Figure 1. Metal 1.
Cells faint in the background.
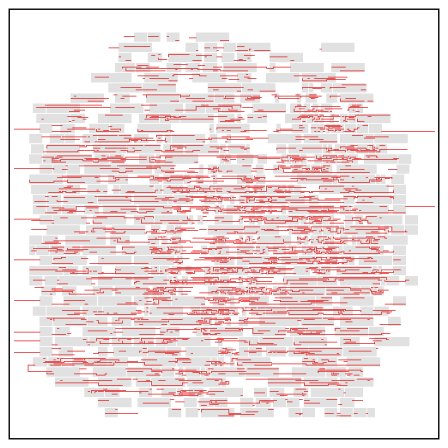
Figure 2. The metal 2 layer.
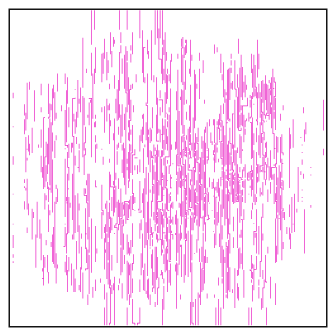
Figure 3. The metal 3 layer.
Cells faint in the background.
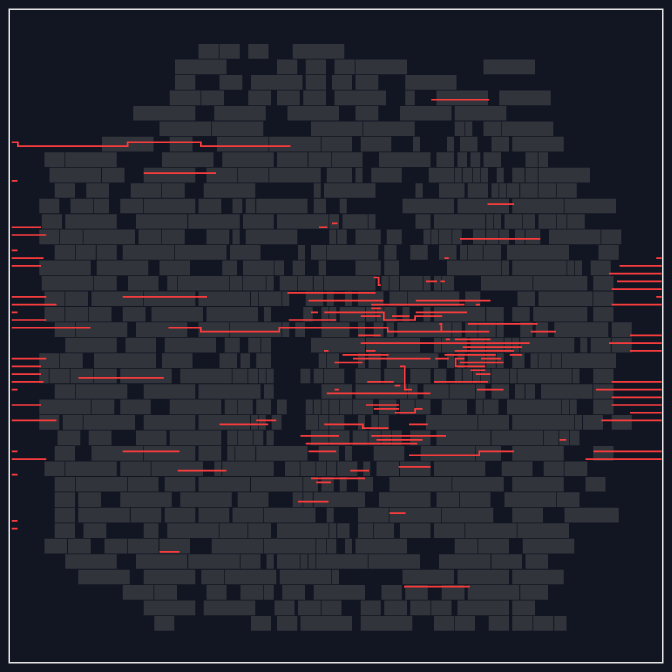
Figure 4. Signal wires on met4.
The bar under the picture is 20 um long. Cells faint in the background.
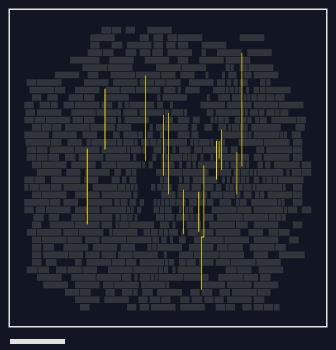
Figure 5. Routing congestion map.
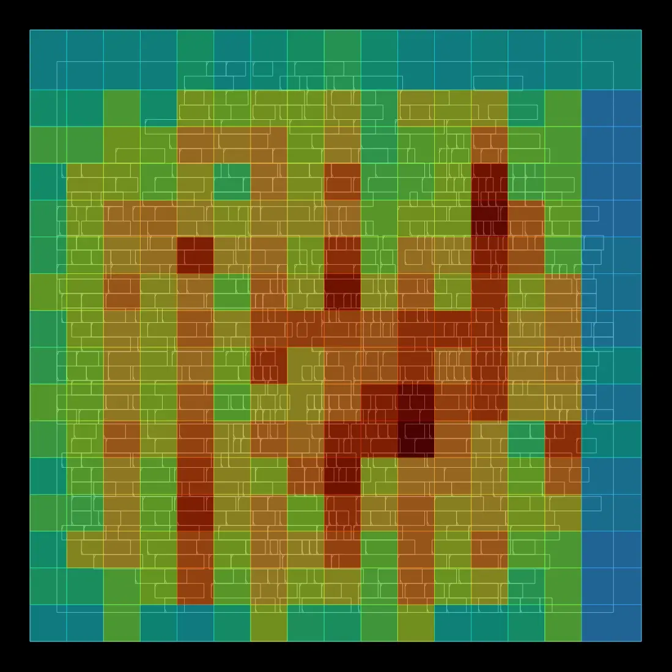
[src/rtl/seg7_scan_driver.sv]
// Time-multiplexed common-anode 7-segment driver: per-slot dead time, frame-synchronous data update,
// leading-zero suppression, per-digit blanking/DP. Optional blink feature enabled by macro SEG7_BLINK_EN.
module seg7_scan_driver #(
    parameter int NUM_DIGITS     = 8,
    parameter int DIV_CYCLES     = 6250,
    parameter int DEAD_CYCLES    = 64,
    parameter int SEG_ACTIVE_LOW = 1,
    parameter int DIG_ACTIVE_LOW = 1
) (
    input  logic                    iCLK,
    input  logic                    iRST,
    input  logic [4*NUM_DIGITS-1:0] iDATA,
    input  logic [NUM_DIGITS-1:0]   iDP,
    input  logic [NUM_DIGITS-1:0]   iBLANK,
    input  logic                    iLZS,
    input  logic                    iLOAD,
`ifdef SEG7_BLINK_EN
    input  logic [NUM_DIGITS-1:0]   iBLINK,
`endif
    output logic [6:0]              oSEG,
    output logic                    oDP,
    output logic [NUM_DIGITS-1:0]   oDIG,
    output logic                    oFRAME
);

    localparam int CW = $clog2(DIV_CYCLES);
    localparam int IW = $clog2(NUM_DIGITS);

    localparam logic [CW-1:0] DEAD_LAST = CW'(DEAD_CYCLES - 1);
    localparam logic [CW-1:0] SLOT_LAST = CW'(DIV_CYCLES - 1);
    localparam logic [IW-1:0] IDX_LAST  = IW'(NUM_DIGITS - 1);

    localparam logic                  SEG_LOW = (SEG_ACTIVE_LOW != 0);
    localparam logic                  DIG_LOW = (DIG_ACTIVE_LOW != 0);
    localparam logic [6:0]            SEG_OFF = {7{SEG_LOW}};
    localparam logic                  DP_OFF  = SEG_LOW;
    localparam logic [NUM_DIGITS-1:0] DIG_OFF = {NUM_DIGITS{DIG_LOW}};

    localparam logic [0:0] ST_GAP  = 1'b0;
    localparam logic [0:0] ST_SHOW = 1'b1;

    logic [0:0]              state;
    logic [CW-1:0]           slot_cnt;
    logic [IW-1:0]           idx;

    logic [4*NUM_DIGITS-1:0] sh_data, ds_data;
    logic [NUM_DIGITS-1:0]   sh_dp, ds_dp;
    logic [NUM_DIGITS-1:0]   sh_blank, ds_blank;
    logic                    sh_lzs, ds_lzs;

    logic [NUM_DIGITS-1:0]   blink_mask;
    logic [NUM_DIGITS-1:0]   upper_zero;
    logic [NUM_DIGITS-1:0]   dark;
    logic [NUM_DIGITS-1:0]   dig_hot;
    logic [3:0]              cur_nib;
    logic                    cur_dp;
    logic                    cur_dark;
    logic [6:0]              next_seg;
    logic                    next_dp;
    logic [NUM_DIGITS-1:0]   next_dig;

`ifdef SEG7_BLINK_EN
    logic [NUM_DIGITS-1:0]   sh_blink, ds_blink;
    logic [7:0]              frame_cnt;
    logic                    blink_phase;

    assign blink_mask = blink_phase ? ds_blink : '0;
`else
    assign blink_mask = '0;
`endif

    function automatic logic [6:0] glyph(input logic [3:0] n);
        case (n)
            4'h0: glyph = 7'b0111111;
            4'h1: glyph = 7'b0000110;
            4'h2: glyph = 7'b1011011;
            4'h3: glyph = 7'b1001111;
            4'h4: glyph = 7'b1100110;
            4'h5: glyph = 7'b1101101;
            4'h6: glyph = 7'b1111101;
            4'h7: glyph = 7'b0000111;
            4'h8: glyph = 7'b1111111;
            4'h9: glyph = 7'b1100111;
            4'hA: glyph = 7'b1110111;
            4'hB: glyph = 7'b1111100;
            4'hC: glyph = 7'b0111001;
            4'hD: glyph = 7'b1011110;
            4'hE: glyph = 7'b1111001;
            4'hF: glyph = 7'b1110001;
        endcase
    endfunction

    // upper_zero[k] is set when nibbles k..NUM_DIGITS-1 of the displayed value are all zero.
    always_comb begin
        upper_zero = '0;
        upper_zero[NUM_DIGITS-1] = (ds_data[4*NUM_DIGITS-1 -: 4] == 4'h0);
        for (int k = NUM_DIGITS - 2; k >= 0; k--) begin
            upper_zero[k] = upper_zero[k+1] && (ds_data[4*k +: 4] == 4'h0);
        end
    end

    assign dark    = ds_blank | blink_mask
                   | ({upper_zero[NUM_DIGITS-1:1], 1'b0} & {NUM_DIGITS{ds_lzs}});
    assign dig_hot = {{(NUM_DIGITS-1){1'b0}}, 1'b1} << idx;

    always_comb begin
        cur_nib  = 4'h0;
        cur_dp   = 1'b0;
        cur_dark = 1'b0;
        for (int k = 0; k < NUM_DIGITS; k++) begin
            if (idx == IW'(k)) begin
                cur_nib  = ds_data[4*k +: 4];
                cur_dp   = ds_dp[k];
                cur_dark = dark[k];
            end
        end
    end

    assign next_seg = cur_dark ? SEG_OFF : (glyph(cur_nib) ^ {7{SEG_LOW}});
    assign next_dp  = (cur_dp && !cur_dark) ? ~DP_OFF : DP_OFF;
    assign next_dig = dig_hot ^ {NUM_DIGITS{DIG_LOW}};

    // Scan FSM: the slot counter runs over the whole slot; the GAP->SHOW and SHOW->GAP edges load
    // the registered pins, and the wrap back to digit 0 commits the shadow into the display copy.
    always_ff @(posedge iCLK or posedge iRST) begin
        if (iRST) begin
            state    <= ST_GAP;
            slot_cnt <= '0;
            idx      <= '0;
            sh_data  <= '0;
            sh_dp    <= '0;
            sh_blank <= '0;
            sh_lzs   <= 1'b0;
            ds_data  <= '0;
            ds_dp    <= '0;
            ds_blank <= '0;
            ds_lzs   <= 1'b0;
            oSEG     <= SEG_OFF;
            oDP      <= DP_OFF;
            oDIG     <= DIG_OFF;
            oFRAME   <= 1'b0;
`ifdef SEG7_BLINK_EN
            sh_blink    <= '0;
            ds_blink    <= '0;
            frame_cnt   <= '0;
            blink_phase <= 1'b0;
`endif
        end else begin
            oFRAME <= 1'b0;
            if (iLOAD) begin
                sh_data  <= iDATA;
                sh_dp    <= iDP;
                sh_blank <= iBLANK;
                sh_lzs   <= iLZS;
`ifdef SEG7_BLINK_EN
                sh_blink <= iBLINK;
`endif
            end
            if (state == ST_GAP && slot_cnt == DEAD_LAST) begin
                state    <= ST_SHOW;
                slot_cnt <= slot_cnt + 1'b1;
                oSEG     <= next_seg;
                oDP      <= next_dp;
                oDIG     <= next_dig;
            end else if (state == ST_SHOW && slot_cnt == SLOT_LAST) begin
                state    <= ST_GAP;
                slot_cnt <= '0;
                oSEG     <= SEG_OFF;
                oDP      <= DP_OFF;
                oDIG     <= DIG_OFF;
                if (idx == IDX_LAST) begin
                    idx      <= '0;
                    ds_data  <= sh_data;
                    ds_dp    <= sh_dp;
                    ds_blank <= sh_blank;
                    ds_lzs   <= sh_lzs;
                    oFRAME   <= 1'b1;
`ifdef SEG7_BLINK_EN
                    ds_blink  <= sh_blink;
                    frame_cnt <= frame_cnt + 8'd1;
                    if (frame_cnt == 8'hFF) begin
                        blink_phase <= ~blink_phase;
                    end
`endif
                end else begin
                    idx <= idx + 1'b1;
                end
            end else begin
                slot_cnt <= slot_cnt + 1'b1;
            end
        end
    end

endmodule

[config.mk]
export PLATFORM = sky130hd
export DESIGN_NAME = seg7_scan_driver
export DESIGN_NICKNAME = d
export VERILOG_FILES = /design/src/rtl/seg7_scan_driver.sv
export SDC_FILE = /design/constraint.sdc
export NUM_CORES = 1
export LEC_CHECK = 0
export CAP_MARGIN = 5
export CORE_MARGIN = 5
export CORE_UTILIZATION = 56
export DETAILED_ROUTE_END_ITERATION = 16
export PLACE_DENSITY = 0.88
export SETUP_SLACK_MARGIN = 0.2
export SYNTH_ARGS = -nofsm -noshare
export SYNTH_HDL_FRONTEND = slang
export SYNTH_SLANG_ARGS = --single-unit
[constraint.sdc]
create_clock -name iCLK -period 4.66 [get_ports iCLK]
set_clock_uncertainty 0.05 [all_clocks]
set_input_delay 0.466 -clock iCLK [delete_from_list [all_inputs] [get_ports iCLK]]
set_output_delay 0.466 -clock iCLK [all_outputs]
set_load 0.02 [all_outputs]
==> Changelog: implementation <==
### Implementation results

* Status: complete, no violations
* Mux frac, synth at 19.68%
* Final Max Slew Viols at 0
* Worst vdd ir at 297.8 uV
* Max-slew headroom at 25.30%
* Largest net degree at the start of global routing at 75
* Worst hold margin at 0.4250 ns
* Clock Latency Late Sink at 0.53 ns
* Most frequent logic cell in the layout: dfrtp_1
* Crit path kind: reg2reg
* CP endpoint kind: flop
* Post-synth ARST share at 100.0%
* Post-DP HPWL at 9353 um
* Yosys reg bits at 132
* Pwr dens at 375.0 nW/um^2
* Core area at 10790 sq um
* Syn_nets at 557
* Setup Viol. Count Final at 0
* Dominant power group: clock
* Clock buffer depth at 2
* Comb power frac at 4.4%
* Resized cells post-CTS at 0
* Critical-path top delay cell: dfrtp_1
* CP Launch Type: flop
* Stage-log warning count at 35
* Post-synth cell types at 56
* Hold Path Class: in2async
* Simple-gate portion of the synthesized area at 9.961%
* Placed cells at 679
Back to the opening pictures, Figure 1:
The layer carries 5760 um of wire. The wires run mostly horizontal.

Back to the opening pictures, Figure 2:
568 nets have wire on it. The wires run mostly vertical. The layer holds 49% of the routed length. The layer carries 6720 um of wire. The longest straight run is 37.4 um.
met2 usage: 36.01%
vias: 4217
drt total wl: 13660 um

Back to the opening pictures, Figure 3:
The layer carries 881 um of wire. The wires run mostly horizontal. 96 nets have wire on it. The layer holds 6.5% of the routed length. The longest straight run is 29.4 um.
Global Route met3 Usage: 5.263%

Back to the opening pictures, Figure 4:
The longest straight run is 40.8 um. The layer carries 296 um of wire. 10 nets have wire on it.

Back to the opening pictures, Figure 5:
global router's overall resource usage: 22.05%
routed wire length per instance: 19.21 um
post-layout util: 70.00%

## flip-flops by register name (all words and copies together), names as in the netlist
register and cells:
ds_data 32, sh_data 32, slot_cnt 13, ds_blank 8, ds_dp 8, oDIG 8, sh_blank 8, sh_dp 8
oSEG 7, idx 3, ds_lzs 1, oDP 1, oFRAME 1, sh_lzs 1, state 1
## path summary, 6_finish.rpt
kind	from	endpoint	slack (ns)	cells past startpoint
max in group asynchronous	iRST	oDIG[2]	3.17	3
max	idx[2]	oSEG[3]	0.79	12
min reg2reg	sh_data[8]	ds_data[8]	0.44	2
min	iRST	sh_data[12]	0.42	2
max reg2reg	idx[2]	oSEG[3]	0.79	12
min in group iCLK	sh_data[8]	ds_data[8]	0.44	2
## cell usage after synthesis, drive strengths merged (5+ instances only)
cell type  count  area, sq um
nand3b         6        45.04
dfrtp        116         2903
a31oi          5        31.28
a21oi         20        103.9
or4            7        60.06
inv           15        56.30
nor2          40        152.6
xnor2          8        70.07
dfstp         16        420.4
buf           18        112.6
clkbuf         6        22.52
nor4           5        31.28
mux2          94         1209
o21ai         20        100.1
nand2         30        112.6
nand3          8        40.04
nor3           6        30.03
and3           6        37.54
a221oi         5        56.31
ha            13        162.7
## cell type report
| type | count | area, sq um | area share (%) |
|---|---|---|---|
| Sequential cell | 132 | 3323 | 43.99 |
| Multi-Input combinational cell | 320 | 2625 | 34.75 |
| Timing Repair Buffer | 71 | 698.2 | 9.241 |
| Clock buffer | 19 | 441.7 | 5.846 |
| Clock inverter | 13 | 229.0 | 3.031 |
| Tap cell | 140 | 175.2 | 2.319 |
| Inverter | 16 | 62.56 | 0.8281 |
## metal layers
metal,up-vias,wire length [um],global-route usage (%)
li1,1896,-,-
met1,2108,5760,28.44
met2,182,6721,36.01
met3,31,881,5.263
met4,0,296,9.233
met5,-,0,0
Power figures rest on the tool's default switching activity, not on a simulated workload.
